Port wiring:
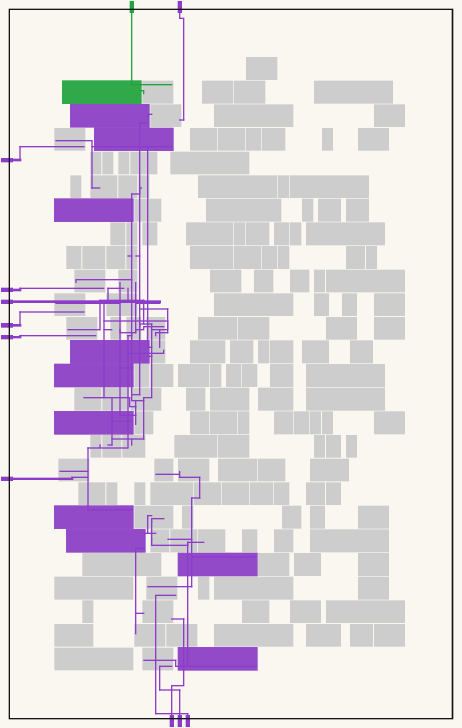
Signal wires on met3:
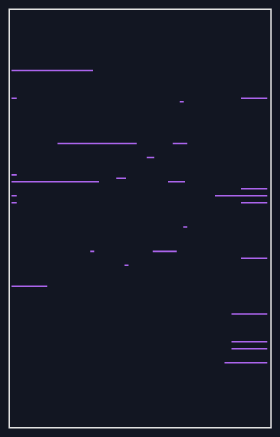
Sequential cells grouped by signal name:
Other sequential cells in the stronger grey, the rest of the logic in the fainter grey.
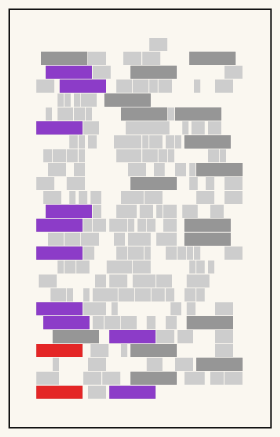
Signal metal coverage by tile:
10 x 16 tiles, from black (low) to pale yellow (high), scaled to the fullest tile. Values are wire area over tile area, all layers added.
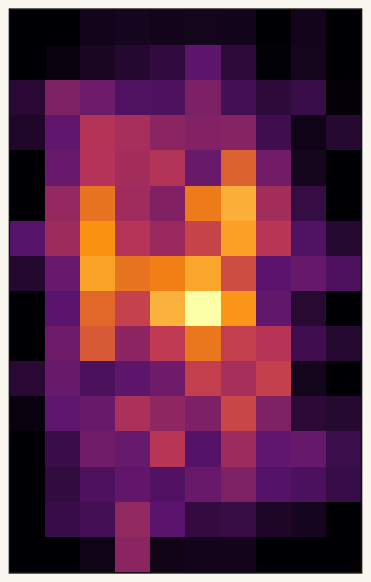
Placement view:
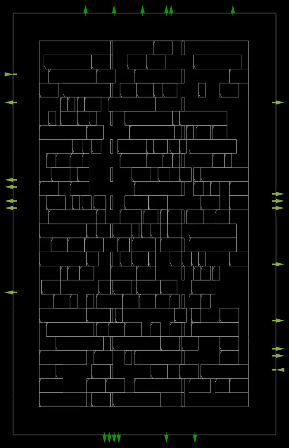
==> src/rtl/vga_timing_gen_pkg.sv <==
// Shared constants for the 640x480@60 Hz raster generator: geometry,
// default pixel-clock divide ratio and the counter width.
package vga_timing_pkg;

  localparam int CNT_W       = 10;
  localparam int CLK_DIV_DEF = 4;

  localparam int H_TOTAL_DEF     = 800;
  localparam int H_SYNC_DEF      = 96;
  localparam int H_ACT_START_DEF = 144;
  localparam int H_ACT_END_DEF   = 784;

  localparam int V_TOTAL_DEF     = 525;
  localparam int V_SYNC_DEF      = 2;
  localparam int V_ACT_START_DEF = 35;
  localparam int V_ACT_END_DEF   = 515;

  typedef logic [CNT_W-1:0] cnt_t;

  // Half-open interval test lo <= c < hi on raster counts.
  function automatic logic in_span(cnt_t c, cnt_t lo, cnt_t hi);
    return (c >= lo) && (c < hi);
  endfunction

endpackage

==> src/rtl/vga_timing_gen_if.sv <==
// Raster bundle from the timing generator to the renderer / VGA pins.
interface vga_timing_gen_if;
  import vga_timing_pkg::*;

  logic pix_en;
  cnt_t hCount;
  cnt_t vCount;
  logic bright;
  logic hSync;
  logic vSync;
  logic line_start;
  logic frame_start;

  modport master (
    output pix_en, hCount, vCount, bright, hSync, vSync, line_start, frame_start
  );

  modport slave (
    input pix_en, hCount, vCount, bright, hSync, vSync, line_start, frame_start
  );

endinterface

==> src/rtl/vga_timing_gen_pixel_en_gen.sv <==
// Board-clock divider producing a registered one-clock pixel strobe.
module pixel_en_gen #(
  parameter int CLK_DIV = 4
) (
  input  logic clk,
  input  logic rst_n,
  output logic pix_en
);

  localparam int DIV_W = $clog2(CLK_DIV);
  localparam logic [DIV_W-1:0] DIV_LAST = DIV_W'(CLK_DIV - 1);

  logic [DIV_W-1:0] div;

  // Free-running 0..CLK_DIV-1 counter; strobe is registered so it lands
  // in the cycle after the terminal count.
  always_ff @(posedge clk or negedge rst_n) begin
    if (!rst_n) begin
      div    <= '0;
      pix_en <= 1'b0;
    end else begin
      div    <= (div == DIV_LAST) ? '0 : div + DIV_W'(1);
      pix_en <= (div == DIV_LAST);
    end
  end

endmodule

==> src/rtl/vga_timing_gen.sv <==
// VGA raster timing: h/v counters advanced by the pixel strobe, with
// sync/bright decoded from next-state counts so they stay aligned with
// hCount/vCount, plus line/frame start strobes.
module vga_timing_gen
  import vga_timing_pkg::*;
#(
  parameter int CLK_DIV     = CLK_DIV_DEF,
  parameter int H_TOTAL     = H_TOTAL_DEF,
  parameter int H_SYNC      = H_SYNC_DEF,
  parameter int H_ACT_START = H_ACT_START_DEF,
  parameter int H_ACT_END   = H_ACT_END_DEF,
  parameter int V_TOTAL     = V_TOTAL_DEF,
  parameter int V_SYNC      = V_SYNC_DEF,
  parameter int V_ACT_START = V_ACT_START_DEF,
  parameter int V_ACT_END   = V_ACT_END_DEF
) (
  input  logic              clk,
  input  logic              rst_n,
  vga_timing_gen_if.master  vga
);

  localparam cnt_t H_LAST = CNT_W'(H_TOTAL - 1);
  localparam cnt_t V_LAST = CNT_W'(V_TOTAL - 1);
  localparam cnt_t H_SE   = CNT_W'(H_SYNC);
  localparam cnt_t V_SE   = CNT_W'(V_SYNC);
  localparam cnt_t H_A0   = CNT_W'(H_ACT_START);
  localparam cnt_t H_A1   = CNT_W'(H_ACT_END);
  localparam cnt_t V_A0   = CNT_W'(V_ACT_START);
  localparam cnt_t V_A1   = CNT_W'(V_ACT_END);

  logic pix_en;
  cnt_t h_cnt, v_cnt;
  cnt_t h_nxt, v_nxt;
  logic h_wrap, v_wrap;
  logic bright, hsync, vsync, line_start, frame_start;

  pixel_en_gen #(.CLK_DIV(CLK_DIV)) u_pix (
    .clk    (clk),
    .rst_n  (rst_n),
    .pix_en (pix_en)
  );

  // Next-state raster position; equality wrap so counts never overflow.
  always_comb begin
    h_wrap = (h_cnt == H_LAST);
    v_wrap = (v_cnt == V_LAST);
    h_nxt  = h_cnt;
    v_nxt  = v_cnt;
    if (pix_en) begin
      if (h_wrap) begin
        h_nxt = '0;
        v_nxt = v_wrap ? '0 : v_cnt + CNT_W'(1);
      end else begin
        h_nxt = h_cnt + CNT_W'(1);
      end
    end
  end

  // Counters and decode registered together so every raster output
  // changes on the same edge.
  always_ff @(posedge clk or negedge rst_n) begin
    if (!rst_n) begin
      h_cnt       <= '0;
      v_cnt       <= '0;
      bright      <= 1'b0;
      hsync       <= 1'b0;
      vsync       <= 1'b0;
      line_start  <= 1'b0;
      frame_start <= 1'b0;
    end else begin
      h_cnt       <= h_nxt;
      v_cnt       <= v_nxt;
      bright      <= in_span(h_nxt, H_A0, H_A1) && in_span(v_nxt, V_A0, V_A1);
      hsync       <= (h_nxt >= H_SE);
      vsync       <= (v_nxt >= V_SE);
      line_start  <= pix_en && h_wrap;
      frame_start <= pix_en && h_wrap && v_wrap;
    end
  end

  assign vga.pix_en      = pix_en;
  assign vga.hCount      = h_cnt;
  assign vga.vCount      = v_cnt;
  assign vga.bright      = bright;
  assign vga.hSync       = hsync;
  assign vga.vSync       = vsync;
  assign vga.line_start  = line_start;
  assign vga.frame_start = frame_start;

endmodule

==> src/flat_wrapper.sv <==
// flat-port wrapper written by rule: the top's interface ports become plain ports
module vga_timing_gen_flat import vga_timing_pkg::*;
#(
  parameter int CLK_DIV     = CLK_DIV_DEF,
  parameter int H_TOTAL     = H_TOTAL_DEF,
  parameter int H_SYNC      = H_SYNC_DEF,
  parameter int H_ACT_START = H_ACT_START_DEF,
  parameter int H_ACT_END   = H_ACT_END_DEF,
  parameter int V_TOTAL     = V_TOTAL_DEF,
  parameter int V_SYNC      = V_SYNC_DEF,
  parameter int V_ACT_START = V_ACT_START_DEF,
  parameter int V_ACT_END   = V_ACT_END_DEF
)
  (clk, rst_n, vga_pix_en, vga_hCount, vga_vCount, vga_bright, vga_hSync, vga_vSync, vga_line_start, vga_frame_start);
  vga_timing_gen_if vga_i ();
  input  logic clk;
  input  logic rst_n;
  output wire logic [$bits(vga_i.pix_en)-1:0] vga_pix_en;
  output wire logic [$bits(vga_i.hCount)-1:0] vga_hCount;
  output wire logic [$bits(vga_i.vCount)-1:0] vga_vCount;
  output wire logic [$bits(vga_i.bright)-1:0] vga_bright;
  output wire logic [$bits(vga_i.hSync)-1:0] vga_hSync;
  output wire logic [$bits(vga_i.vSync)-1:0] vga_vSync;
  output wire logic [$bits(vga_i.line_start)-1:0] vga_line_start;
  output wire logic [$bits(vga_i.frame_start)-1:0] vga_frame_start;
  assign vga_pix_en = vga_i.pix_en;
  assign vga_hCount = vga_i.hCount;
  assign vga_vCount = vga_i.vCount;
  assign vga_bright = vga_i.bright;
  assign vga_hSync = vga_i.hSync;
  assign vga_vSync = vga_i.vSync;
  assign vga_line_start = vga_i.line_start;
  assign vga_frame_start = vga_i.frame_start;
  vga_timing_gen #(.CLK_DIV(CLK_DIV), .H_TOTAL(H_TOTAL), .H_SYNC(H_SYNC), .H_ACT_START(H_ACT_START), .H_ACT_END(H_ACT_END), .V_TOTAL(V_TOTAL), .V_SYNC(V_SYNC), .V_ACT_START(V_ACT_START), .V_ACT_END(V_ACT_END)) u_core (.clk(clk), .rst_n(rst_n), .vga(vga_i));
endmodule
==> config.mk <==
export PLATFORM = sky130hd
export DESIGN_NAME = vga_timing_gen_flat
export DESIGN_NICKNAME = d
export VERILOG_FILES = /design/src/rtl/vga_timing_gen_pkg.sv /design/src/rtl/vga_timing_gen_if.sv /design/src/rtl/vga_timing_gen_pixel_en_gen.sv /design/src/rtl/vga_timing_gen.sv /design/src/flat_wrapper.sv
export SDC_FILE = /design/constraint.sdc
export NUM_CORES = 1
export LEC_CHECK = 0
export CAP_MARGIN = 20
export CORE_ASPECT_RATIO = 1.75
export CORE_MARGIN = 5
export CORE_UTILIZATION = 51
export DETAILED_ROUTE_END_ITERATION = 8
export PLACE_DENSITY_LB_ADDON = 0.08
export SLEW_MARGIN = 30
export SYNTH_ARGS = -nofsm -noshare
export SYNTH_HDL_FRONTEND = slang
export SYNTH_HIERARCHICAL = 1
export SYNTH_SLANG_ARGS = --single-unit
==> constraint.sdc <==
create_clock -name clk -period 3.3 [get_ports clk]
set_clock_uncertainty 0.15 [all_clocks]
set_input_delay 0.99 -clock clk [delete_from_list [all_inputs] [get_ports clk]]
set_output_delay 0.99 -clock clk [all_outputs]
set_load 0.01 [all_outputs]
==> notes.md <==
impl run done, here's what came out: Clock Sinks=28, Tmin final=between 2 and 3 ns, Unique cell types=41, design area=1831 µm², Power per Cell Area=293.0 nW/µm², P_leak=0.0007606 µW, Top cell excl fill/tap=dfrtp_1, Rows=26, GRT overflow=0, Via density=6.120, Top area cell types=dfrtp_1, xnor2_1, ha_1, Post-Syn Area=approximately 1500 µm², hold_sp=u_core/u_pix/div[0]$_DFF_PN0_, Top delay family on crit path=simple AND/OR/NAND/NOR gates, Dominant combinational family=simple AND/OR/NAND/NOR gates, CTS tree=done, Tapcells=28, r2r setup slk=0.73 ns, top fanout value on the critical path=7, post-CTS setup buffers=0, post-route ant nets=0, Placeable Area=2863 µm², Final #Nets=180, Worst EP required=3.34 ns, fa+ha+maj area frac=between 3 and 4%, end of the critical path=u_core/vga.bright$_DFF_PN0_, Multi-In Gates=approximately 100, final hold vios=0, pin count of the biggest net entering global routing=29, Layout Area Growth over Synthesis=22.74%, Buf/Inv on CP=0, Peak VDD IR=roughly 0.26 mV, syn_nets=around 150, Syn Inst Count=143, post-CTS resize count=0, CTS Buf Count=3, root buf cell=clkbuf_8, die height=81.54 µm, Yosys Warn Count=6, initial drt markers=23, CP max stage delay=0.62 ns, CLK BUF=3, pin slew with the least headroom to its limit=about 0.35 ns, Synth top cells by count=dfrtp_1, nand2_1, nor2_1, Most common reg cell=dfrtp_1, final core utilization=~64%, # setup viols final=0, MUX share of area=2.013%, Synth area leader=dfrtp_1, PnR worst setup slack=between 0.7 and 0.8 ns, tool warnings=27, WS Path Type=reg2reg, Yosys chip area=1491 µm², buffering overhead=15.58%, diodes inserted=0, RSZ-0062 raised after global routing=false, Signal buffers=29, vias in the first global route=1276, xor+xnor area frac=6.460%, EDFF count, synth=0, status=completed, Yosys Instances=roughly 140, critical path depth in cells=6, Basic Gates by Area=28.10%, HPWL after detailed placement=2560 µm, FF-to-FF Start=u_core/vga.hCount[5]$_DFF_PN0_, Max transition margin=76.33%, Compound-Gate Fraction of Synth Area=9.312%, initial antenna violation count=0, Final period util=~78%, hold buffer count at CTS=0, die width=between 50 and 60 µm, RR Endpoint=u_core/vga.bright$_DFF_PN0_, seq_cells=28, die area=a little over 4000 µm², synthesized area per cell=10.43 µm², cells on worst reg2reg path=6, Fmax achieved=0.3897 GHz, DP Worst Slack=about 0.75 ns, clk latency late pin=~0.28 ns, Placer Congestion=0.8232, Max Cap Violations=0, Yosys reg bits=28, ClkCell Share=2.256%, Comb area=734.5 µm², share of cells above drive strength 1=10.47%, placed cell area=1789 µm², floorplan core density=around 52%, H-tree levels=1, Seq share, synth=between 40% and 50%, dominant class by area=multi-input combinational cells, most common logic cells in the final layout=dfrtp_1, clkdlybuf4s50_1, nor2_1, nand2_1, Pins Over Slew Limit=0, Hold EP=u_core/u_pix/div[0]$_DFF_PN0_, setup TNS=0 ns, CP startpoint=u_core/vga.hCount[5]$_DFF_PN0_, first-pass GRT wire length=5706 µm, Async SR Flop Fraction=100.0%, critical path launch point type=register, combinational share of cell area=40.12%, Worst EP arrival=2.61 ns, clock slew at reported path FFs=approximately 0.10 ns, Inverters=9, Largest type area fraction=46.98%, Critical Path Sink Type=register
Back to the opening pictures, 'port wiring':
legend:
  green:
    port: `vga_hSync`
    bits: 1
    direction: output
    edge: top
    end_cells: 1
    buffers: 1
    wire: 13.7 µm
  purple:
    port: `vga_hCount`
    bits: 10
    direction: output
    edge: 6 left, 3 bottom, 1 top
    end_cells: 10
    buffers: 10
    wire: 491 µm
I/O Buffers: 27
Ports: 28

Back to the opening pictures, 'signal wires on met3':
nets with wire on the layer: 21
longest straight run: 16.8 µm
main direction: horizontal
share of all routed wire: 3.8%
Routed WL: 3374 µm
DR vias: 1224
met3 Track Usage GR: 2.722%

Back to the opening pictures, 'sequential cells grouped by signal name':
legend:
  red:
    signal: `u_core/u_pix/div`
    sequential_cells: 2
  purple:
    signal: `u_core/vga.hCount`
    sequential_cells: 10
P_seq: 343 µW
Seq/total area: 38.28%

Back to the opening pictures, 'signal metal coverage by tile':
fullest tile: 0.49
mean over tiles: 0.13
densest ninth of the die: middle
nearly empty tiles: 16%
emptiest ninth of the die: top right
Avg WL per Cell: 16.87 µm
Total GRT Usage: 18.09%

Back to the opening pictures, 'placement view':
Fillers: 241
non-filler cells, final: 200

## metal layers
metal	global-route usage (%)	wire (µm)	vias to the layer above
met5	0	0	-
met1	18.88	1311	605
met3	2.722	127	10
met2	33.21	1833	27
met4	10.23	102	0
li1	-	-	582
## metrics by stage
stage | hold slack [ns] | power [µW] | cells
floorplan | 0.2531 | 349.7 | 143
global placement | 0.2641 | 358.2 | 197
detailed placement | 0.2753 | 358.5 | 197
CTS | 0.2881 | 543.2 | 200
global route | 0.3272 | 562.1 | 200
finish | 0.2850 | 536.3 | 200
## power by group
group	internal [µW]	switching, µW
Sequential	343	0
Clock	82.0	103
Combinational	1.81	6.48
Total	427	110
Power is estimated from default activity; no workload was simulated.
